### M1 wires, run 1

Bar = 20 um. Supply wires on this layer in grey.
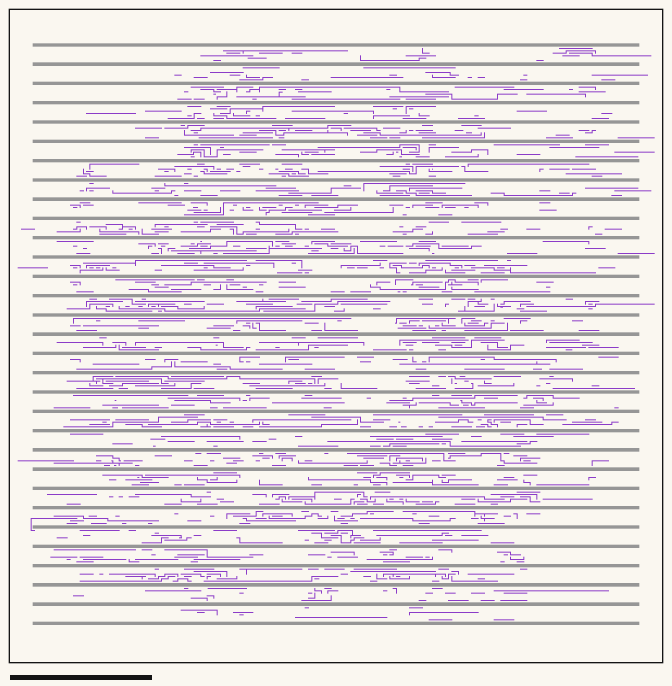
### Signal wires on met2, run 1

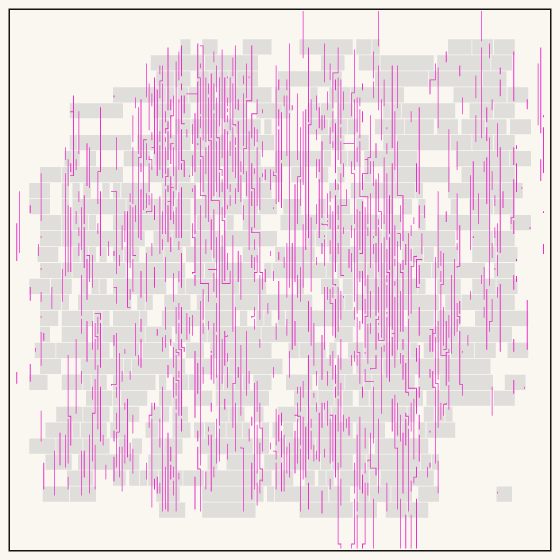
### Metal 3, run 1

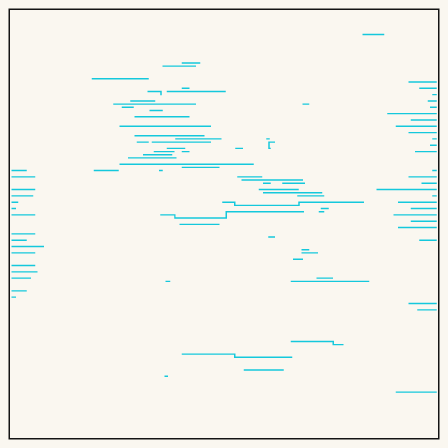
==> src/rtl/wgt_rf_loader_pkg.sv <==
// Shared definitions for the weight RF loader: default geometry and FSM states.
package wgt_rf_loader_pkg;

  localparam int unsigned WGT_DATA_WIDTH  = 8;
  localparam int unsigned WGT_BUFFER_SIZE = 27;
  localparam int unsigned WGT_ADDR_WIDTH  = 12;
  localparam int unsigned WGT_FIDX_WIDTH  = 6;
  localparam int unsigned WGT_WIN_WIDTH   = 10;

  typedef enum logic [2:0] {
    ST_IDLE   = 3'd0,
    ST_LOAD   = 3'd1,
    ST_DRAIN  = 3'd2,
    ST_STREAM = 3'd3,
    ST_DONE   = 3'd4
  } ldr_state_t;

endpackage

==> src/rtl/wgt_rf_loader_rd_pipe.sv <==
// Read alignment pipe: lines SRAM data up with its read strobe and drives the
// registered RF-side outputs (data, shift enable, select, valid).
module wgt_rf_loader_rd_pipe #(
  parameter int unsigned DATA_WIDTH = 8
) (
  input  logic                  clk,
  input  logic                  rst_n,
  input  logic                  rd_en,
  input  logic [DATA_WIDTH-1:0] rd_data,
  input  logic                  stream_en,
  output logic [DATA_WIDTH-1:0] data_out,
  output logic                  shift_en,
  output logic                  select_wgt,
  output logic                  wgt_valid
);

  logic rd_en_d1;

  // Stage 1 marks the cycle SRAM data is valid; stage 2 captures it and shifts.
  always_ff @(posedge clk or negedge rst_n) begin
    if (!rst_n) begin
      rd_en_d1   <= 1'b0;
      data_out   <= '0;
      shift_en   <= 1'b0;
      select_wgt <= 1'b0;
      wgt_valid  <= 1'b0;
    end else begin
      rd_en_d1   <= rd_en;
      shift_en   <= rd_en_d1 | stream_en;
      select_wgt <= rd_en_d1;
      wgt_valid  <= stream_en;
      if (rd_en_d1) begin
        data_out <= rd_data;
      end
    end
  end

endmodule

==> src/rtl/wgt_rf_loader.sv <==
// Weight RF loader: fetches one filter from the weight SRAM into a shift RF,
// then recirculates it once per output window.
module wgt_rf_loader
  import wgt_rf_loader_pkg::*;
#(
  parameter int unsigned DATA_WIDTH  = WGT_DATA_WIDTH,
  parameter int unsigned BUFFER_SIZE = WGT_BUFFER_SIZE,
  parameter int unsigned ADDR_WIDTH  = WGT_ADDR_WIDTH,
  parameter int unsigned FIDX_WIDTH  = WGT_FIDX_WIDTH,
  parameter int unsigned WIN_WIDTH   = WGT_WIN_WIDTH
) (
  input  logic                  clk,
  input  logic                  rst_n,
  input  logic                  start,
  input  logic [FIDX_WIDTH-1:0] filter_idx,
  input  logic [WIN_WIDTH-1:0]  num_windows,
  input  logic                  hold,
  output logic                  busy,
  output logic                  done,
  output logic                  mem_rd_en,
  output logic [ADDR_WIDTH-1:0] mem_rd_addr,
  input  logic [DATA_WIDTH-1:0] mem_rd_data,
  output logic [DATA_WIDTH-1:0] data_out,
  output logic                  select_wgt,
  output logic                  wgt_RF_shift_en,
  output logic                  wgt_valid
);

  localparam int unsigned CNT_W = $clog2(BUFFER_SIZE);
  localparam logic [CNT_W-1:0] LAST_IDX = CNT_W'(BUFFER_SIZE - 1);

  ldr_state_t            state;
  logic [ADDR_WIDTH-1:0] base_q;
  logic [WIN_WIDTH-1:0]  nw_q;
  logic [WIN_WIDTH-1:0]  win_cnt;
  logic [CNT_W-1:0]      idx_cnt;
  logic                  stream_en;

  // A stream shift happens in every non-held STREAM cycle.
  always_comb begin
    stream_en = (state == ST_STREAM) && !hold;
  end

  // Job sequencer: idx_cnt is the load index, the drain count and the round position.
  always_ff @(posedge clk or negedge rst_n) begin
    if (!rst_n) begin
      state       <= ST_IDLE;
      base_q      <= '0;
      nw_q        <= '0;
      win_cnt     <= '0;
      idx_cnt     <= '0;
      busy        <= 1'b0;
      done        <= 1'b0;
      mem_rd_en   <= 1'b0;
      mem_rd_addr <= '0;
    end else begin
      done <= 1'b0;
      unique case (state)
        ST_IDLE: begin
          if (start) begin
            base_q  <= ADDR_WIDTH'(filter_idx * BUFFER_SIZE);
            nw_q    <= num_windows;
            win_cnt <= '0;
            idx_cnt <= '0;
            busy    <= 1'b1;
            state   <= ST_LOAD;
          end
        end
        ST_LOAD: begin
          mem_rd_en   <= 1'b1;
          mem_rd_addr <= base_q + ADDR_WIDTH'(idx_cnt);
          if (idx_cnt == LAST_IDX) begin
            idx_cnt <= '0;
            state   <= ST_DRAIN;
          end else begin
            idx_cnt <= idx_cnt + 1'b1;
          end
        end
        ST_DRAIN: begin
          mem_rd_en <= 1'b0;
          if (idx_cnt == CNT_W'(1)) begin
            idx_cnt <= '0;
            state   <= (nw_q == '0) ? ST_DONE : ST_STREAM;
          end else begin
            idx_cnt <= idx_cnt + 1'b1;
          end
        end
        ST_STREAM: begin
          if (!hold) begin
            if (idx_cnt == LAST_IDX) begin
              idx_cnt <= '0;
              if ((win_cnt + WIN_WIDTH'(1)) == nw_q) begin
                state <= ST_DONE;
              end else begin
                win_cnt <= win_cnt + 1'b1;
              end
            end else begin
              idx_cnt <= idx_cnt + 1'b1;
            end
          end
        end
        ST_DONE: begin
          done  <= 1'b1;
          busy  <= 1'b0;
          state <= ST_IDLE;
        end
        default: state <= ST_IDLE;
      endcase
    end
  end

  wgt_rf_loader_rd_pipe #(
    .DATA_WIDTH(DATA_WIDTH)
  ) u_rd_pipe (
    .clk       (clk),
    .rst_n     (rst_n),
    .rd_en     (mem_rd_en),
    .rd_data   (mem_rd_data),
    .stream_en (stream_en),
    .data_out  (data_out),
    .shift_en  (wgt_RF_shift_en),
    .select_wgt(select_wgt),
    .wgt_valid (wgt_valid)
  );

endmodule

==> config.mk <==
export PLATFORM = sky130hd
export DESIGN_NAME = wgt_rf_loader
export DESIGN_NICKNAME = d
export VERILOG_FILES = /design/src/rtl/wgt_rf_loader_pkg.sv /design/src/rtl/wgt_rf_loader_rd_pipe.sv /design/src/rtl/wgt_rf_loader.sv
export SDC_FILE = /design/constraint.sdc
export NUM_CORES = 1
export LEC_CHECK = 0
export CAP_MARGIN = 30
export CORE_MARGIN = 3
export CORE_UTILIZATION = 56
export CTS_CLUSTER_DIAMETER = 50
export CTS_CLUSTER_SIZE = 24
export DETAILED_ROUTE_END_ITERATION = 10
export GPL_TIMING_DRIVEN = 0
export PLACE_DENSITY = 0.85
export SLEW_MARGIN = 10
export SYNTH_ARGS = -nofsm -noshare
export SYNTH_HDL_FRONTEND = slang
export SYNTH_SLANG_ARGS = --single-unit
==> constraint.sdc <==
create_clock -name clk -period 3.15 [get_ports clk]
set_input_delay 0.4725 -clock clk [delete_from_list [all_inputs] [get_ports clk]]
set_output_delay 0.4725 -clock clk [all_outputs]
set_load 0.01 [all_outputs]
==> results_dict.tcl, run 1 <==
# yosys + openroad results
set metrics [dict create \
    outcome "complete, no violations" \
    hold_ws_ns 0.2229 \
    clk_pin_slew_ns 0.06 \
    post_cts_resize_count 7 \
    logic_gates 323 \
    cp_num_buf_inv 3 \
    floorplan.nets 495 \
    fillCellCount 511 \
    layout_top_cell "sky130_fd_sc_hd__nand2_1" \
    timing.critical_path.fanout_max 3 \
    r2r_setup_slack_ns 0.45 \
    number_of_hold_repair_buffers_added_at_the_cts_stage 0 \
    largest_registers "mem_rd_addr (12), base_q (11)" \
    fp_util 0.5927 \
    minimum_period_implied_by_the_final_worst_setup_slack_ns 3.010 \
    enable_flop_cells 0 \
    dr_wl_cell_um 15.43 \
    final-instance-count-excl-fill 593 \
    seqAreaFraction 0.3293 \
    drive_gt1_frac 0.1288 \
    placedInstanceArea_sq_um 4788 \
    critical_path_arrival_ns 3.29 \
    regToRegEndpoint "win_cnt[5]" \
    syn-cell-area_sq_um 4138 \
    clock_insertion_delay_worst_skew_ns 0.35 \
    core_outline_area_sq_um 6982 \
    yosys_warnings 0 \
    worst_r2r_path_depth 9 \
    synth_flops 66 \
    main_flop_type "sky130_fd_sc_hd__dfrtp_1" \
    wire_length_of_the_first_global_routing_pass_um 15580 \
    drc_violations_left 0 \
    clockNetworkAreaShare 0.04067 \
    static-leakage-power_nw 2.342 \
    most_common_library_cells_after_synthesis "sky130_fd_sc_hd__nand2_1, sky130_fd_sc_hd__dfrtp_1, sky130_fd_sc_hd__o21ai_0" \
    critical_path.endpoint_type "register" \
    cts_tree "built" \
    synth.yosys.seq_area_share 0.3992 \
    num-clock-buffers 11 \
    count_of_pins_on_the_block_boundary 54 \
    number_of_cells_in_the_design_after_placement 577 \
    cts_htree_levels 3 \
    yosys.area.top_type "sky130_fd_sc_hd__dfrtp_1" \
    finalClockPeriodUsage 0.9557 \
    nets 558 \
    critPathMaxStageDelay_ns 0.51 \
    tightestPinTransition_ns 0.8039 \
    n_sequential_cell 66 \
    timing_hold_violations_final 0 \
    post_synth_inst_count 429 \
    dr.pass1.iters 5 \
    max_flop_register "mem_rd_addr" \
    number_of_flip_flops_in_the_largest_register 12 \
    worst_setup_path_startpoint "filter_idx[1]" \
    dominant_logic_cell_types_in_the_final_layout "sky130_fd_sc_hd__nand2_1, sky130_fd_sc_hd__dfrtp_1, sky130_fd_sc_hd__clkdlybuf4s50_1" \
    postCtsSetupRepairBufs 0 \
    worst-path-stages 12 \
    synth_dominant_cell_count "sky130_fd_sc_hd__nand2_1" \
    die_x_um 91.96 \
    asyncSetResetFlopFracSynth 1.000 \
    finish.utilization 0.7183 \
    taps 96 \
    insertedDiodeCount 0 \
    comb-cell-share 0.4653 \
    critical_path.cell_chain "clkdlybuf4s15_1 -> ha_4 -> inv_1 -> fa_1 -> fa_1 -> inv_1 -> ha_4 -> nor2b_1 -> o21a_1 -> o22ai_2 -> or4b_4 -> nand3_2" \
    min-delay-path-class "primary input to asynchronous set/reset pin" \
    synth-cells-yosys 429 \
    post-layout-total-power_mw 2.029 \
    floorplan.die_area_sq_um 8457 \
    final.signal_inverter_count 24 \
]
## Picture notes: 'M1 wires'
share of all routed wire: 44%
longest straight run: 39.1 um
wire length on this layer: 4,040 um
nets with wire on the layer: 492
via count: 3,422
Detailed Route WL: 9150 um
met1 Usage GRT: 0.3049

## Picture notes: 'Signal wires on met2'
main direction: vertical
share of all routed wire: 48%
wire length on this layer: 4,370 um
nets with wire on the layer: 480
longest straight run: 38.2 um

## Picture notes: 'Metal 3'
main direction: horizontal
wire length on this layer: 601 um
share of all routed wire: 6.6%
nets with wire on the layer: 81
longest straight run: 28.5 um

-- run 1: cell families (layout without fill, tap and decap cells) --
kind of cell | after synthesis | in the layout | synth area share
compound gates | 95 | 95 | 0.1557
flops | 66 | 66 | 0.3992
simple gates | 154 | 154 | 0.1905
mux | 9 | 9 | 0.02449
buf+inv | 40 | 108 | 0.04717
xor+xnor | 27 | 27 | 0.05715
fa+ha+maj | 38 | 38 | 0.1258
-- run 1: per-layer routing --
layer,wire length [um],part of all wire,global-route usage,vias to the layer above
li1,-,-,-,1639
met1,4042,0.44,0.3049,1630
met2,4365,0.48,0.3613,142
met3,600,0.066,0.05004,11
met4,141,0.015,0.08416,0
met5,0,0,0,-
-- run 1: where the power goes --
part,total [mW],internal [mW],switching [mW]
combinational,0.395,0.197,0.198
sequential,0.904,0.867,0.0370
clock,0.731,0.404,0.326
## Run 2: what changed since run 1
Settings changed: CORE_UTILIZATION 56 to 46, PLACE_DENSITY 0.85 to 0.72.
### Routing congestion, run 2

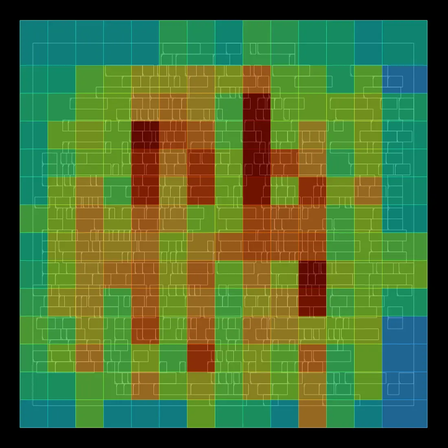
core occupancy in the finished layout: 0.5954
Overall Global Routing Usage: 0.1951
DR WL/cell: 15.29 um
met3 capacity usage during global routing: 0.03322

### Signal wires on met4, run 2

Bar = 20 um. Supply wires on this layer in grey.
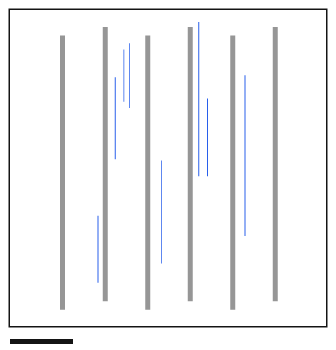
wire length on this layer: 241 um
main direction: vertical
nets with wire on the layer: 6
share of all routed wire: 2.6%
Detailed Route WL: 9233 um
via count: 3,352

==> run 2 against run 1 <==
Net effect:
- clock power decreased by 15%
- clock skew grew 0.0012 ns
- non-clock buffer count grew 2
- worst hold slack improved by 0.15 ns
- maximum frequency decreased by 1.5%
- register-to-register slack improved by 0.02 ns
- via count decreased by 2.0%
- routed wire length is 0.91% higher
- first-iteration DRC count fell by 16%
- design area increased by 0.50%
==> results_dict.tcl, run 2 <==
# yosys + openroad results
set metrics [dict create \
    outcome "complete, no violations" \
    r2r_setup_slack_ns 0.47 \
    pwr-share-clk 0.321 \
    yosys.area.top_type "sky130_fd_sc_hd__dfrtp_1" \
    hold_ws_ns 0.3704 \
    numCtsBuffers 9 \
    synth_dominant_cell_count "sky130_fd_sc_hd__nand2_1" \
    core_outline_area_sq_um 8464 \
    pwr.group.combinational_mw 0.408 \
    syn-cell-area_sq_um 4138 \
    final.setup.worst_slack_ns 0.09516 \
    synth-cells-yosys 429 \
    global_route.usage.met2 0.3013 \
    drc_violations_left 0 \
    number_of_flip_flops_in_the_largest_register 12 \
    wl_met1_um 4284 \
    grt_most_used_layer "met2" \
    comb_power_share 0.211 \
    min-delay-path-class "register to register" \
    clock_power_mw 0.620 \
    p_int_mw 1.379 \
    critPathMaxStageDelay_ns 0.51 \
    post_synth_num_cell_types 65 \
    cp_num_buf_inv 3 \
    static-leakage-power_nw 2.358 \
    enable_flop_cells 0 \
    min_delay_worst_endpoint "u_rd_pipe.select_wgt" \
    largest_registers "mem_rd_addr (12), base_q (11)" \
    postCtsSetupRepairBufs 0 \
    post_synth_inst_count 429 \
    critical_path.endpoint_type "register" \
    minimum_period_implied_by_the_final_worst_setup_slack_ns 3.055 \
    dr.max_layer_used "met4" \
    swShare 0.2853 \
    synth.top_cell.area_share 0.3992 \
    final_area_sq_um 5040 \
    pin_count_of_the_biggest_net_entering_global_routing 56 \
    die_x_um 100.8 \
    critical_path_arrival_ns 3.34 \
    use_met1 0.2700 \
    achievable-frequency_ghz 0.3274 \
    drive_gt1_frac 0.1263 \
    regToRegEndpoint "win_cnt[5]" \
    criticalPathCategory "primary input to register" \
    synth.yosys.seq_area_share 0.3992 \
    final_setup_vio_count 0 \
    clock-root-buffer "sky130_fd_sc_hd__clkbuf_8" \
    wl_met3_um 517 \
    seq_cell_power_mw 0.902 \
    switchingPower_mw 0.5506 \
    floorplan.nets 495 \
    worst-path-stages 12 \
    number_of_cells_in_the_design_after_placement 587 \
    dr.pass1.iters 5 \
    post-layout-total-power_mw 1.930 \
    insertedDiodeCount 0 \
    max_flop_register "mem_rd_addr" \
    layout_top_cell "sky130_fd_sc_hd__nand2_1" \
    area.growth.synth_to_final_pct 21.80 \
    openroad.warnings 29 \
    asyncSetResetFlopFracSynth 1.000 \
    floorplan.die_area_sq_um 10170 \
    worst_r2r_path_depth 9 \
    pwr_density_cell_nw_per_um2 383.0 \
    placedInstanceArea_sq_um 4827 \
    synth_flops 66 \
    place.port_buffers 52 \
    finalClockPeriodUsage 0.9698 \
    wire_length_of_the_first_global_routing_pass_um 15800 \
    seq_power_share 0.467 \
    clk_pin_slew_ns 0.06 \
    worst_setup_path_startpoint "filter_idx[1]" \
    cts_tree "built" \
    timing.critical_path.fanout_max 3 \
    final-instance-count-excl-fill 604 \
    maxPowerGroup "sequential cells" \
    dominant_logic_cell_types_in_the_final_layout "sky130_fd_sc_hd__nand2_1, sky130_fd_sc_hd__dfrtp_1, sky130_fd_sc_hd__clkdlybuf4s50_1" \
    count_of_pins_on_the_block_boundary 54 \
    slew_headroom 0.5941 \
    timing_hold_violations_final 0 \
    yosys_warnings 0 \
    dr_wl_met2_um 4190 \
    nets 560 \
    clock_insertion_delay_worst_skew_ns 0.35 \
    most_common_library_cells_after_synthesis "sky130_fd_sc_hd__nand2_1, sky130_fd_sc_hd__dfrtp_1, sky130_fd_sc_hd__o21ai_0" \
    main_flop_type "sky130_fd_sc_hd__dfrtp_1" \
    critical_path.cell_chain "dlygate4sd2_1 -> ha_4 -> inv_1 -> fa_1 -> fa_1 -> inv_1 -> ha_4 -> nor2b_4 -> o21a_1 -> o22ai_2 -> or4b_4 -> nand3_2" \
    tightestPinTransition_ns 0.6066 \
    fp_util 0.4888 \
    synth_chip_area_sq_um 4138 \
    cts_htree_levels 3 \
]
## run 2: repair_timing
item                       in CTS  in global routing
cloned                          0                  0
gates resized                   7                  7
hold buffers                    1                  0
hold endpoints to repair       11                  0
setup endpoints to repair       3                  3
pin swaps                       0                  2
## run 2: layout make-up
class | count | area [sq um]
clock buffer | 13 | 148.9
clock inverter | 3 | 15.01
multi-input combinational | 323 | 2342
tap | 105 | 131.4
timing repair buffer | 54 | 555.5
inverter | 24 | 90.09
buffer | 16 | 105.1
sequential | 66 | 1652
fill | 727 | 3425
## run 2: cell families after synthesis
kind of cell               share of synthesized area
adders and majority gates                     0.1258
buffers and inverters                        0.04717
DFF                                           0.3992
and+or+nand+nor                               0.1905
xor gates and xnor gates                     0.05715
AOI/OAI and AO/OA                             0.1557
muxes                                        0.02449
## Run 3: what changed since run 2
Settings changed: ABC_CLOCK_PERIOD_IN_PS from default to 3150.
### Metal 3, run 3

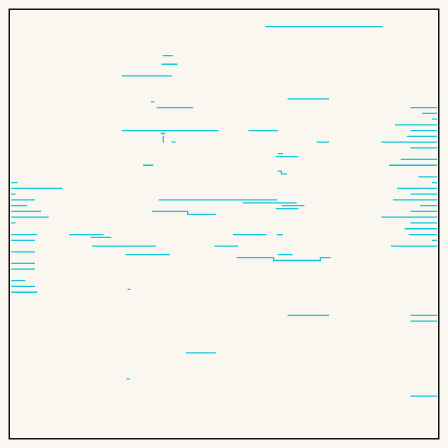
main direction: horizontal
wire length on this layer: 517 um

### Signal wires on met2, run 3

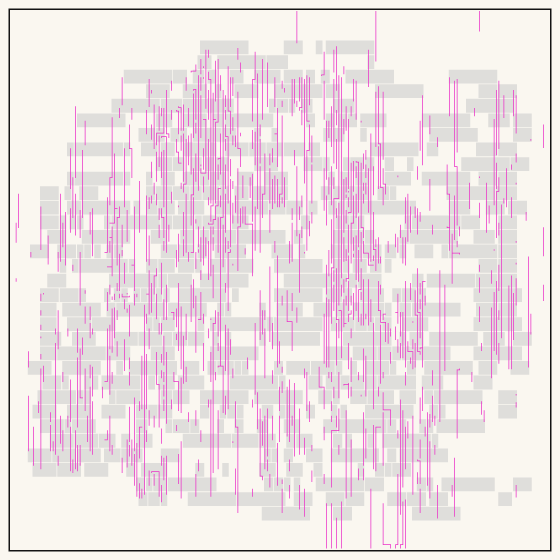
wire length on this layer: 4,190 um
longest straight run: 37.4 um
main direction: vertical
share of all routed wire: 45%
GRT met2 Usage: 0.3013

==> run 3 against run 2 <==
Net effect:
- first-iteration DRC count stayed put
- count of clock-buffer cells in the layout stayed put
- register-to-register slack hardly changed
- synthesized cell count stayed put
- design area stayed put
- sequential power hardly changed
- critical path type unchanged
==> results_dict.tcl, run 3 <==
# yosys + openroad results
set metrics [dict create \
    most_common_library_cells_after_synthesis "sky130_fd_sc_hd__nand2_1, sky130_fd_sc_hd__dfrtp_1, sky130_fd_sc_hd__o21ai_0" \
    synth-cells-yosys 429 \
    wire_length_of_the_first_global_routing_pass_um 15800 \
    drc_violations_left 0 \
    asyncSetResetFlopFracSynth 1.000 \
    static-leakage-power_nw 2.358 \
    clk_pin_slew_ns 0.06 \
    core_outline_area_sq_um 8464 \
    final-instance-count-excl-fill 604 \
    clock-root-buffer "sky130_fd_sc_hd__clkbuf_8" \
    syn-cell-area_sq_um 4138 \
    dr_wl_met2_um 4190 \
    dr.max_layer_used "met4" \
    synth.top_cell.area_share 0.3992 \
    num-clock-buffers 13 \
    clockNetworkAreaShare 0.03252 \
    wirelength_um 9233 \
    placedInstanceArea_sq_um 4827 \
    seq_cell_power_mw 0.902 \
    clock_insertion_delay_worst_skew_ns 0.35 \
    critical_path_arrival_ns 3.34 \
    switchingPower_mw 0.5506 \
    critical_path.cell_chain "dlygate4sd2_1 -> ha_4 -> inv_1 -> fa_1 -> fa_1 -> inv_1 -> ha_4 -> nor2b_4 -> o21a_1 -> o22ai_2 -> or4b_4 -> nand3_2" \
    synth.yosys.seq_area_share 0.3992 \
    synth_dominant_cell_count "sky130_fd_sc_hd__nand2_1" \
    synth_flops 66 \
    seq_power_share 0.467 \
    timing.critical_path.fanout_max 3 \
    final_area_sq_um 5040 \
    swShare 0.2853 \
    enable_flop_cells 0 \
    max_flop_register "mem_rd_addr" \
    grt_use_total 0.1951 \
    post_synth_num_cell_types 65 \
    largest_registers "mem_rd_addr (12), base_q (11)" \
    dr.pass1.iters 5 \
    floorplan.die_area_sq_um 10170 \
    number_of_flip_flops_in_the_largest_register 12 \
    route.vias.total 3352 \
    dominant_logic_cell_types_in_the_final_layout "sky130_fd_sc_hd__nand2_1, sky130_fd_sc_hd__dfrtp_1, sky130_fd_sc_hd__clkdlybuf4s50_1" \
    wl_met1_um 4284 \
    minimum_period_implied_by_the_final_worst_setup_slack_ns 3.055 \
    grt_most_used_layer "met2" \
    comb_power_share 0.211 \
    nets 560 \
    openroad.warnings 29 \
    outcome "complete, no violations" \
    criticalPathCategory "primary input to register" \
    place.port_buffers 52 \
    comb-cell-share 0.4647 \
    die_x_um 100.8 \
    final_setup_vio_count 0 \
    pwr_density_cell_nw_per_um2 383.0 \
    number_of_cells_in_the_design_after_placement 587 \
    achievable-frequency_ghz 0.3274 \
    logic_gates 323 \
    seqAreaFraction 0.3277 \
    min_delay_worst_endpoint "u_rd_pipe.select_wgt" \
    pin_count_of_the_biggest_net_entering_global_routing 56 \
    insertedDiodeCount 0 \
    r2r_setup_slack_ns 0.47 \
    synth_chip_area_sq_um 4138 \
    non_clock_buffer_area_fraction 0.1311 \
    yosys.area.top_type "sky130_fd_sc_hd__dfrtp_1" \
    p_int_mw 1.379 \
    non_clock_buffer_count 70 \
    cts_htree_levels 3 \
    yosys_warnings 0 \
    regToRegEndpoint "win_cnt[5]" \
    cp_num_buf_inv 3 \
    pwr.group.combinational_mw 0.408 \
    fillCellCount 727 \
    final.signal_inverter_count 24 \
    worst-path-stages 12 \
    critical_path.endpoint_type "register" \
    combGateArea_sq_um 2342 \
    worst_setup_path_startpoint "filter_idx[1]" \
    fp_util 0.4888 \
    finish.utilization 0.5954 \
    cts_tree "built" \
    slew_headroom 0.5941 \
    n_sequential_cell 66 \
    wl_met3_um 517 \
    post-layout-total-power_mw 1.930 \
    layout_top_cell "sky130_fd_sc_hd__nand2_1" \
    timing_hold_violations_final 0 \
]
## run 3: cell families after synthesis
logic type               after synthesis  synth area share
XOR/XNOR                              27           0.05715
multiplexers                           9           0.02449
AND/OR/NAND/NOR                      154            0.1905
adder cells (fa/ha/maj)               38            0.1258
AND-OR/OR-AND                         95            0.1557
flip-flops                            66            0.3992
buffers and inverters                 40           0.04717
## run 3: what timing repair did
action | in CTS | in global routing
endpoints found under the hold margin | 11 | 0
gates cloned | 0 | 0
hold buffers | 1 | 0
setup buffers | 0 | 0
endpoints found under the setup margin | 3 | 3
gates resized | 7 | 7
pin swaps | 0 | 2
Power and IR drop assume default switching activity.
